==> run_1/congestion_map.png <==
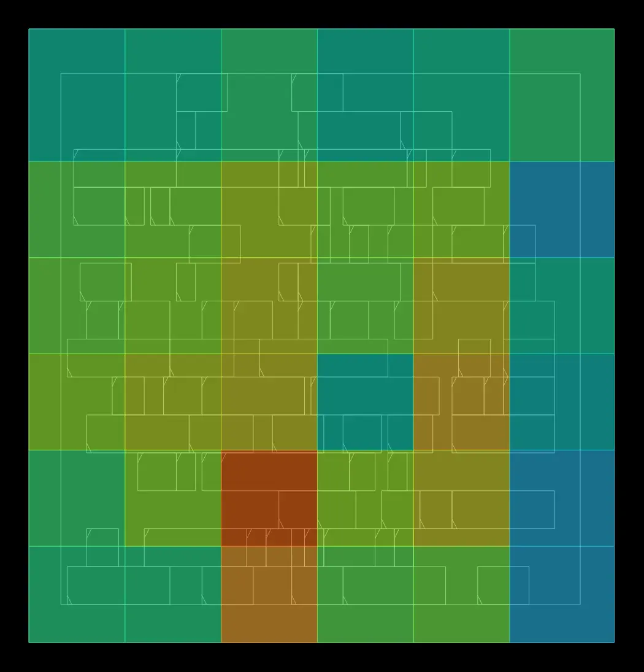
==> run_1/gates.png <==
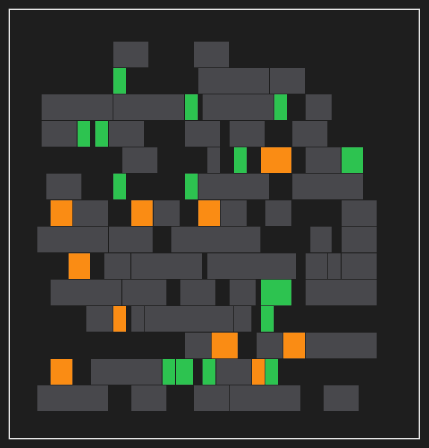
==> run_1/layers.png <==
Scale bar: 10 um. Only two layers are drawn.
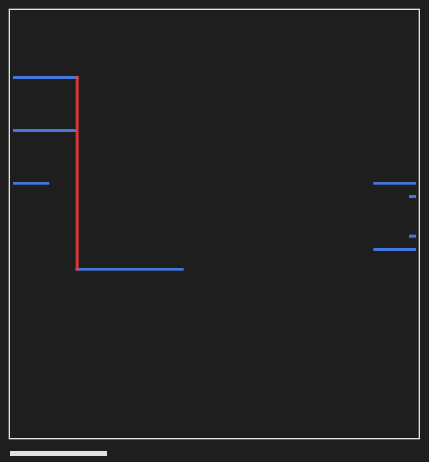
--- config.mk ---
export PLATFORM = sky130hd
export DESIGN_NAME = sipo_deserializer
export DESIGN_NICKNAME = d
export VERILOG_FILES = /design/src/rtl/sipo_deserializer.sv
export SDC_FILE = /design/constraint.sdc
export NUM_CORES = 1
export LEC_CHECK = 0
export CAP_MARGIN = 5
export CORE_AREA = 2 2 40 42
export CTS_BUF_LIST = sky130_fd_sc_hd__clkbuf_16
export DETAILED_ROUTE_END_ITERATION = 10
export DIE_AREA = 0 0 42 44
export PLACE_DENSITY_LB_ADDON = 0.1
export SYNTH_ARGS = -nofsm -noshare
export SYNTH_HDL_FRONTEND = slang
export SYNTH_SLANG_ARGS = --single-unit
--- constraint.sdc ---
create_clock -name clk -period 1.8 [get_ports clk]
set_input_delay 0.36 -clock clk [delete_from_list [all_inputs] [get_ports clk]]
set_output_delay 0.36 -clock clk [all_outputs]
set_load 0.02 [all_outputs]
--- src/rtl/sipo_deserializer.sv ---
// Serial-in/parallel-out deserializer: framed bits are assembled into a WIDTH-bit word
// held for a downstream consumer, with frame-error and overrun reporting.
module sipo_deserializer #(
  parameter int WIDTH     = 4,
  parameter bit MSB_FIRST = 1
) (
  input  logic             clk,
  input  logic             reset,
  input  logic             Serial_In,
  input  logic             Bit_Valid,
  input  logic             Frame_Start,
  input  logic             Word_Ack,
  input  logic             Overrun_Clr,
  output logic [WIDTH-1:0] Data_Output,
  output logic             Word_Valid,
  output logic             Busy,
  output logic             Frame_Error,
  output logic             Overrun
);

  localparam int CW = $clog2(WIDTH + 1);

  localparam logic [0:0] IDLE  = 1'b0;
  localparam logic [0:0] SHIFT = 1'b1;

  logic [0:0]       state;
  logic [WIDTH-1:0] shreg;
  logic [CW-1:0]    count;

  logic             start_bit;
  logic             shift_bit;
  logic             complete;
  logic             load_word;
  logic [CW-1:0]    count_inc;
  logic [WIDTH-1:0] first_word;
  logic [WIDTH-1:0] shifted_word;

  assign start_bit = Bit_Valid && Frame_Start;
  assign shift_bit = (state == SHIFT) && Bit_Valid && !Frame_Start;
  assign count_inc = count + CW'(1);
  assign complete  = shift_bit && (count_inc == CW'(WIDTH));
  assign load_word = complete && (!Word_Valid || Word_Ack);

  // The bit order decides which end of the register the first bit enters from.
  always_comb begin
    first_word   = '0;
    shifted_word = '0;
    if (MSB_FIRST) begin
      first_word[0] = Serial_In;
      shifted_word  = {shreg[WIDTH-2:0], Serial_In};
    end else begin
      first_word[WIDTH-1] = Serial_In;
      shifted_word        = {Serial_In, shreg[WIDTH-1:1]};
    end
  end

  always_ff @(posedge clk) begin
    if (!reset) begin
      state       <= IDLE;
      shreg       <= '0;
      count       <= '0;
      Frame_Error <= 1'b0;
    end else begin
      Frame_Error <= (state == SHIFT) && start_bit;
      if (start_bit) begin
        state <= SHIFT;
        shreg <= first_word;
        count <= CW'(1);
      end else if (shift_bit) begin
        shreg <= shifted_word;
        if (complete) begin
          state <= IDLE;
          count <= '0;
        end else begin
          count <= count_inc;
        end
      end
    end
  end

  always_ff @(posedge clk) begin
    if (!reset) begin
      Data_Output <= '0;
      Word_Valid  <= 1'b0;
      Overrun     <= 1'b0;
    end else begin
      if (load_word) begin
        Data_Output <= shifted_word;
        Word_Valid  <= 1'b1;
      end else if (Word_Valid && Word_Ack) begin
        Word_Valid <= 1'b0;
      end
      // A completed word that finds the holding register occupied is dropped; set beats clear.
      if (complete && Word_Valid && !Word_Ack)
        Overrun <= 1'b1;
      else if (Overrun_Clr)
        Overrun <= 1'b0;
    end
  end

  assign Busy = (state == SHIFT);

endmodule
==> flow_summary.json, run 1 <==
{
  "status": "completed",
  "io_buffers": 14,
  "fill_cells": 132,
  "grt_busiest_layer": "met2",
  "ys_cells": 62,
  "grt_pass1_vias": 435,
  "crit_required_ps": 1440,
  "cp.depth": 1,
  "nNonClkBuffers": 16,
  "yosysSeqAreaShare": 0.476,
  "ys_warn_count": 0,
  "r2r_end": "Data_Output[0]",
  "numCtsBuffers": 3,
  "slew_headroom": 0.833,
  "p_seq_uw": 322,
  "sh_comb_area": 0.342,
  "ir_worst_vdd_mv": 0.548,
  "maxSlewViolCount": 0,
  "rows": 14,
  "post-route-min-period_ps": 1660,
  "grt_max_degree": 20,
  "clock_path_buffers": 2,
  "nets": 89,
  "core_um2": 1420,
  "netlist.area_leader.share": 0.476,
  "gp_congestion": 0.672,
  "final-hold-violation-count": 0,
  "path_delay_family": "buffers and inverters",
  "cp.arrival_ps": 1300,
  "syn_to_final_growth_pct": 39.7,
  "path_class": "reg2out",
  "placedCellCount": 91,
  "fp-utilization": 0.415,
  "post_dp_cell_area_um2": 744,
  "max-cap-violations": 0,
  "crit_start": "Busy",
  "max_stage_delay_ps": 640,
  "common_cells": "dfxtp_1 (14), nand2_1 (12), nor2b_1 (6)",
  "synth_nets": 71,
  "grt_use_met2": 0.184,
  "chipArea_um2": 1850,
  "dominant_cells": "multi-input combinational cells",
  "p_comb_uw": 49.7,
  "dpl.hpwl_um": 716,
  "io_pins": 15,
  "detail_route.first_pass.iterations": 2,
  "crit_buf_inv": 1,
  "swShare": 0.185,
  "antennaDiodeCount": 0,
  "cts_setup_buffers": 0,
  "synth_area_leader_cell": "dfxtp_1",
  "pwr-share-comb": 0.064,
  "cts_sinks": 14,
  "die_x_um": 42,
  "htreeDepth": 1,
  "ys_dominant_reg_cell": "dfxtp_1",
  "cts-resized-gates": 0,
  "utilization": 0.580,
  "power_leader": "the clock network",
  "root_buffer": "clkbuf_16",
  "ant_nets": 0,
  "syn_avg_cell_area_um2": 9.51,
  "synth_area_um2": 589,
  "pwr-share-clk": 0.524,
  "nClkBuffers": 3,
  "setup_violations": 0,
  "flops": 14,
  "die_h_um": 44,
  "skew_ps": 5.44,
  "fin_area_um2": 823,
  "seq_area_frac": 0.340,
  "p_clk_uw": 410,
  "r2r_setup_slack_ps": 310,
  "rsz0062_at_grt": "false",
  "antenna_found_initial": 0,
  "logic_gates": 43,
  "rr_worst_depth": 5,
  "clock_area_frac": 0.0957,
  "ys.flops": 14,
  "p_leak_uw": 0.000301,
  "drt_iter0_drc": 4,
  "synth_top_cell_by_count": "dfxtp_1",
  "crit_fanout": 7,
  "critical_path.endpoint": "Busy",
  "async_flop_share": 0,
  "logic_area_um2": 282,
  "cts_tree": "yes"
}
-- congestion_map.png (at the start) --
wire length per cell: 10.4 um
grt met3 use: 0.0375
M1 GR Usage: 0.177
All-Layer GR Usage: 0.131

-- gates.png (at the start) --
Green is nand cells, cells 15. Orange is nor cells, cells 10.

-- layers.png (at the start) --
Red is M4, wire length 19.7 um. Blue is M3, wire length 36.0 um.
drt total wl: 992 um
DR vias: 455

==> run 1: how the worst min path moves through the flow <==
stage / from / to / slack (ps) / cells after the start
floorplan: shreg[2] / Data_Output[3] / 440 / 2
global placement: Data_Output[1] / Data_Output[1] / 450 / 2
detailed placement: Data_Output[0] / Data_Output[0] / 450 / 2
CTS: Data_Output[3] / Data_Output[3] / 460 / 2
global route: Data_Output[0] / Data_Output[0] / 470 / 2
finish: Data_Output[3] / Data_Output[3] / 460 / 2
==> run 1: tightest hold or removal path: stages (launching register included) <==
cell,delay (ps)
dfxtp_1,300
nand2_1,50
mux2i_1,50
==> run 1: layout by cell type (no fill, tap or decap), drive strengths merged <==
cell type / instances
dfxtp: 14
clkdlybuf4s50: 14
nand2: 12
nor2b: 7
a22oi: 5
mux2i: 5
clkbuf: 3
inv: 2
nor2: 2
ha: 2
buf: 2
o21ai: 1
and3b: 1
nor3b: 1
o211ai: 1
nand3: 1
nand4b: 1
nand2b: 1
a21boi: 1
o22ai: 1
and2: 1
clkinv: 1
==> run 1: per-layer routing <==
metal  up-vias  part of all wire
met2         7              0.41
met3         2             0.035
met1       203              0.53
met4         0             0.019
li1        243                 -
met5         -                 0
==> run 1: registers in the layout, indices dropped and copies added, names as in the netlist <==
name         count
Busy             1
Word_Valid       1
Data_Output      4
Overrun          1
Frame_Error      1
shreg            3
count            3
==> run 1: per-stage QoR <==
stage	total power [uW]	hold slack [ps]	worst slack, ps
after floorplan	351	438	512
after global routing	813	470	77.7
after CTS	789	463	134
final	782	457	138
after global placement	378	450	92.3
after detailed placement	378	451	67.5
==> run 1: cell families after synthesis <==
logic type      synth area share
simple gates               0.242
flops                      0.476
compound gates             0.108
buf+inv                   0.0467
mux                       0.0849
fa+ha+maj                 0.0425
==> run_1/class_map.png <==
Scale bar: 10 um.
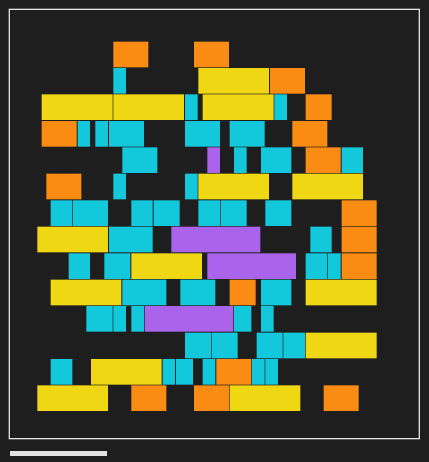

## Run 2: what changed since run 1
--- a/config.mk
+++ b/config.mk
@@ -10,7 +10,7 @@
 export CTS_BUF_LIST = sky130_fd_sc_hd__clkbuf_16
 export DETAILED_ROUTE_END_ITERATION = 10
 export DIE_AREA = 0 0 42 44
-export PLACE_DENSITY_LB_ADDON = 0.1
+export PLACE_DENSITY = 0.79
 export SYNTH_ARGS = -nofsm -noshare
 export SYNTH_HDL_FRONTEND = slang
 export SYNTH_SLANG_ARGS = --single-unit
==> run_2/class_map.png <==
Scale bar: 10 um.
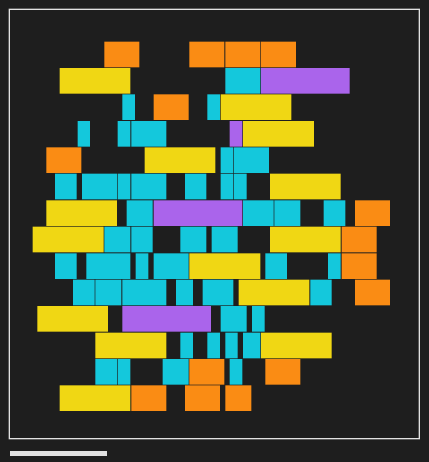
Purple is clock drivers and dummy loads, cells 4, share of their area 9.9%. Cyan is remaining logic cells, cells 45, share of their area 36%. Orange is remaining buffers and delay cells, cells 15, share of their area 19%. Yellow is sequential cells, cells 14, share of their area 35%.

==> run_2/layers.png <==
Scale bar: 10 um. Only two layers are drawn.
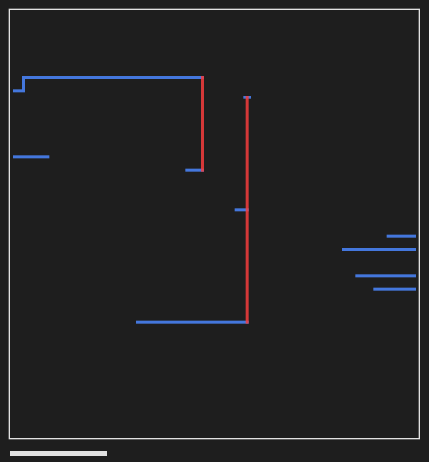
Blue is M3, wire length 58.5 um. Red is M4, wire length 32.6 um.

==> flow_summary.json, run 2 <==
{
  "utilization": 0.575,
  "async_flop_share": 0,
  "rsz0062_at_grt": "false",
  "grt_pass1_vias": 413,
  "ys_top_logic_family": "simple AND/OR/NAND/NOR gates",
  "fp-utilization": 0.415,
  "largestRegisters": "Data_Output: 4 flops, count: 3 flops, shreg: 3 flops",
  "wirelength_um": 1080,
  "post-route-min-period_ps": 1670,
  "cts_sinks": 14,
  "logic_area_um2": 282,
  "fill_cells": 134,
  "rows": 14,
  "drt-wirelength-per-cell_um": 11.5,
  "chipArea_um2": 1850,
  "p_leak_uw": 0.000296,
  "synth_area_leader_cell": "dfxtp_1",
  "ys_dominant_reg_cell": "dfxtp_1",
  "gp_congestion": 0.717,
  "io_buffers": 14,
  "common_cells": "dfxtp_1 (14), nand2_1 (12), nor2b_1 (6)",
  "syn_to_final_growth_pct": 38.4,
  "antennaDiodeCount": 0,
  "holdPathStages": 2,
  "final-hold-violation-count": 0,
  "nets": 88,
  "yosysSeqAreaShare": 0.476,
  "core_um2": 1420,
  "die_x_um": 42,
  "status": "completed",
  "syn_avg_cell_area_um2": 9.51,
  "synth_top_cell_by_count": "dfxtp_1",
  "skew_ps": 1.33,
  "setup_violations": 0,
  "path_delay_family": "buffers and inverters",
  "antenna_found_initial": 0,
  "cts_tree": "yes",
  "ant_nets": 0,
  "ir_worst_vdd_mv": 0.694,
  "max-cap-violations": 0,
  "cp.arrival_ps": 1310,
  "xor_share": 0,
  "largest_register_ffs": 4,
  "hold_slack_ps": 462,
  "dr_total_vias": 480,
  "numCtsBuffers": 3,
  "synth_area_um2": 589,
  "path_class": "reg2out",
  "ys_sh_adder": 0.0425,
  "grt_max_degree": 20,
  "dpl.hpwl_um": 753,
  "simple_gate_share": 0.242,
  "htreeDepth": 1
}
## run 2: cell counts after synthesis
Identical to the previous run, type by type.
## run 2: cells by family after synthesis
logic type,Yosys count
buffers and inverters,5
DFF,14
adders and majority gates,2
and+or+nand+nor,27
AOI/OAI and AO/OA,9
muxes,5
## run 2: power by group
| group | switching [uW] | internal (uW) | total [uW] | leakage, uW |
|---|---|---|---|---|
| clock network | 123 | 293 | 416 | 0.0000385 |
| registers | 5.85 | 317 | 323 | 0.000113 |
| logic | 20.7 | 26.5 | 47.2 | 0.000144 |
| total | 149 | 636 | 786 | 0.000296 |
## run 2: metal layers
layer  track usage  vias up  wire length [um]
met5             0        -                 0
met4         0.116        0                32
met3        0.0542        5                58
met2         0.206        9               511
met1         0.141      222               479
li1              -      244                 -
## run 2: cell type report
class	count	share of cell area
tap	16	0.0245
clock inverter	1	0.00460
sequential	14	0.344
clock buffer	3	0.0920
inverter	2	0.00920
timing repair buffer	15	0.181
multi-input combinational	43	0.345
## run 2: final timing paths
kind	startpoint	end	slack [ps]
setup / recovery	Busy	Busy	130
hold / removal	Data_Output[3]	Data_Output[3]	460
hold reg to reg	Data_Output[3]	Data_Output[3]	460
setup reg to reg	count[0]	Data_Output[1]	240
## run 2: through the flow
step,setup slack [ps],instances,instance area (um2),power [uW]
after global placement,143,90,737,375
after floorplan,512,62,589,351
final,133,94,816,786
after detailed placement,57.4,90,737,376
after CTS,130,94,816,796
after global routing,89.5,94,816,815
## run 2: worst register-to-register path: cells and delay by family (launching register included)
family        cells  cell delay (ps)
simple gates      2              490
fa+ha+maj         2              380
flops             1              370
mux               1              240
Power and IR drop assume default switching activity.
